**Sequential cells coloured by netlist name**

Drawn at 6 px/um. Other sequential cells in the stronger grey, the rest of the logic in the fainter grey.
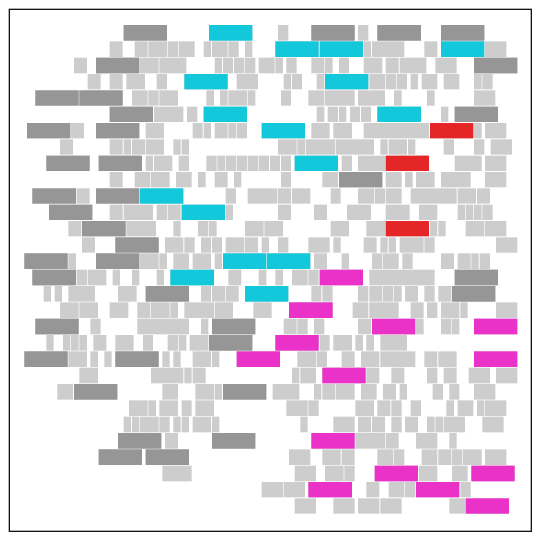
**Nets reached from selected ports**

Drawn at 6 px/um.
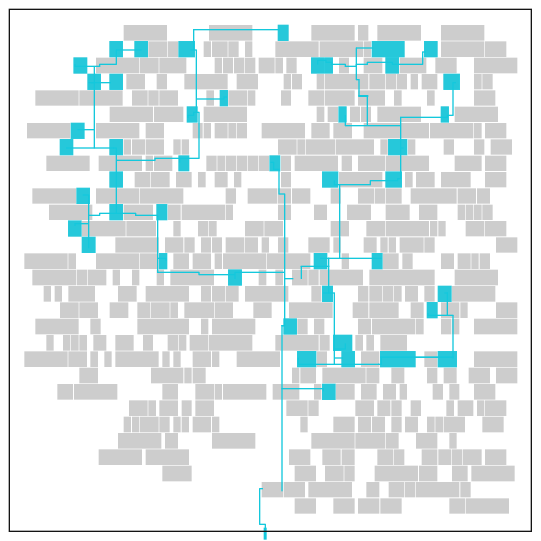
**Wiring by layer**

Drawn at 4 px/um. Two of the layers only.
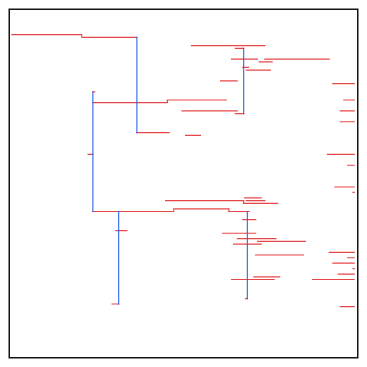
**Signal metal coverage by tile**

Drawn at 4 px/um. 17 x 17 tiles, from dark blue (low) to red (high), scaled to the fullest tile. Values are wire area over tile area, all layers added.
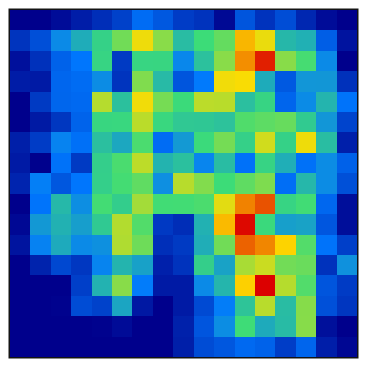
**Placement view**

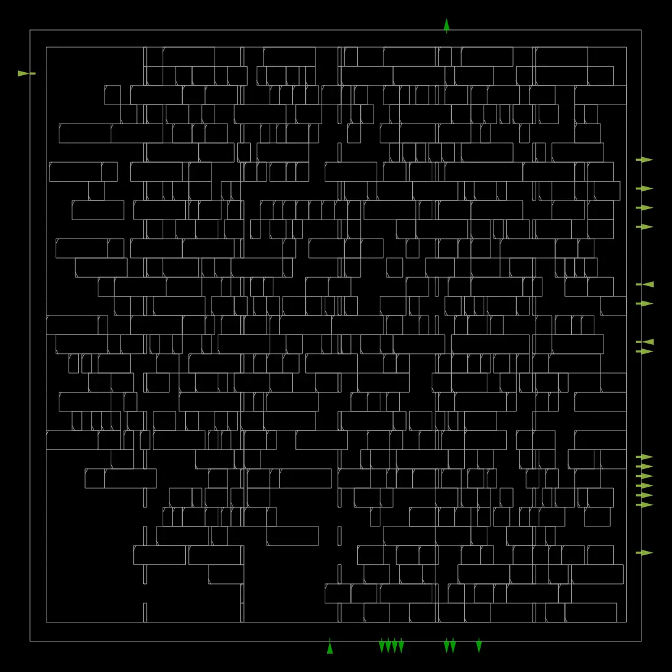
==> config.mk <==
export PLATFORM = sky130hd
export DESIGN_NAME = reaction_stim_ctrl
export DESIGN_NICKNAME = d
export VERILOG_FILES = /design/src/rtl/reaction_stim_ctrl.sv
export SDC_FILE = /design/constraint.sdc
export NUM_CORES = 1
export LEC_CHECK = 0
export CORE_MARGIN = 2
export CORE_UTILIZATION = 53
export DETAILED_ROUTE_END_ITERATION = 7
export GPL_ROUTABILITY_DRIVEN = 0
export PLACE_DENSITY = 0.71
export SLEW_MARGIN = 20
export SYNTH_ARGS = -nofsm -noshare
export SYNTH_HDL_FRONTEND = slang
export SYNTH_SLANG_ARGS = --single-unit
==> constraint.sdc <==
create_clock -name clk -period 5.85 [get_ports clk]
set_input_delay 1.17 -clock clk [delete_from_list [all_inputs] [get_ports clk]]
set_output_delay 1.17 -clock clk [all_outputs]
set_load 0.02 [all_outputs]
==> metrics.csv <==
stage;metric;value;unit
status;outcome;finished, final reports clean;
finish;synthesis-to-layout area growth;11.82;%
cts;later-pin clock latency in the skew report;350;ps
hold_path;worst hold path type;reg -> reg;
job;max-cap viol count;0;
timing;Relative slew margins;39.03;%
cts;number of buffers added for setup after CTS;0;
worst_setup_path;Critical Path Max Stage Delay;470;ps
logic_synthesis;Synth logic family;simple AND/OR/NAND/NOR gates;
logic_synthesis;number of flops mapped to enable cells by yosys;0;
finish;number of logic inverters in the finished layout;10;
cts;clock tree from TritonCTS;yes;
power;standby leakage power;1.464;nW
power;combinational share of power;38.4;%
power;reported clock group power;0.000451;W
global_route;met2 layer usage reported by global route;32.17;%
route;DRC violation count after routing;0;
global_route;global routing met3 resource utilization;4.381;%
finish;share of cells above drive strength 1;10.63;%
timing;maximum clock frequency;340.8;MHz
cts;number of buffers created by CTS;9;
worst_setup_path;worst-case register-to-register setup slack;3450;ps
hold_path;worst hold stages;1;
power;Pwr top;combinational cells;
worst_setup_path;logic depth of the worst setup path including buffers;7;
global_route;antenna violations before repair;0;
die;Chip Height;86.76;um
logic_synthesis;top post-synthesis cells by count;70 x sky130_fd_sc_hd__dfxtp_1, 52 x sky130_fd_sc_hd__nor2_1, 29 x sky130_fd_sc_hd__nand2_1;
cts;Post-CTS Hold Buffers;0;
logic_synthesis;number of synthesis warnings;0;
finish;fraction of standard cell area in multi-input logic;50.28;%
logic_synthesis;number of cells in Yosys stat;423;
place;pre-CTS WS;2564;ps
route;Antenna Violating Nets Remaining;0;
timing;crit share post-route;50.16;%
global_route;vias in the first global route;2738;
logic_synthesis;summed instance area of the synthesized netlist;3630;sq um
global_route;Top Usage Layer GRT;met2;
finish;fraction of cell area in non-clock buffers;6.104;%
worst_setup_path;Required @ worst endpoint;6100;ps
finish;Multi-In Gates;321;
route;wire length on met2;3.372;mm
power;net switching share of the total power;39.87;%
timing;final number of setup-violating endpoints;0;
logic_synthesis;proportion of synthesized flip-flops having asynchronous set or reset;0;%
cts;cells resized by post-CTS repair;0;
logic_synthesis;compound-cell area share of the yosys netlist;16.75;%
place;cell count after placement;506;
cts;Clk pin slew, worst setup/hold paths;80;ps
power;Flop pwr share;35.7;%
power;clock network power share;25.9;%
worst_setup_path;Worst Setup Start Kind;input pin;
global_route;maximum number of pins on one net before global-route repair;28;
logic_synthesis;net count entering floorplan;433;
-- 'sequential cells coloured by netlist name' (at the start) --
[cyan] `delay_cnt` | sequential cells: 16
[magenta] `time_ms` | sequential cells: 14
[red] `state_o` | sequential cells: 3
Post-Route Utilization: 60.41%
share of the final layout cell area in sequential cells: 34.53%
Sequential Area: 1401 sq um
Sequential Power: 0.000622 W

-- 'nets reached from selected ports' (at the start) --
[cyan] `reset` | bits: 1 | direction: input | edge: bottom | end cells: 45 | buffers: 2 | wire: 432 um
I/O pin total: 25
count of input and output buffers: 24

-- 'wiring by layer' (at the start) --
[red] M3 | wire length: 363 um
[blue] M4 | wire length: 115 um
routed wirelength normalized by instance count: 14.72 um
Overall Global Routing Usage: 21.61%
total detailed-routing wirelength: 7.685 mm
total vias in the final route: 3015

-- 'signal metal coverage by tile' (at the start) --
mean over tiles: 0.16
tiles over half the peak: 24%
emptiest ninth of the die: lower left
nearly empty tiles: 12%

-- 'placement view' (at the start) --
well-tap cell count: 80
FILL cells: 613
sequential cells: 70
number of non-filler instances in the completed layout: 522
floorplan core area: 6719 sq um

Power figures rest on the tool's default switching activity, not on a simulated workload.
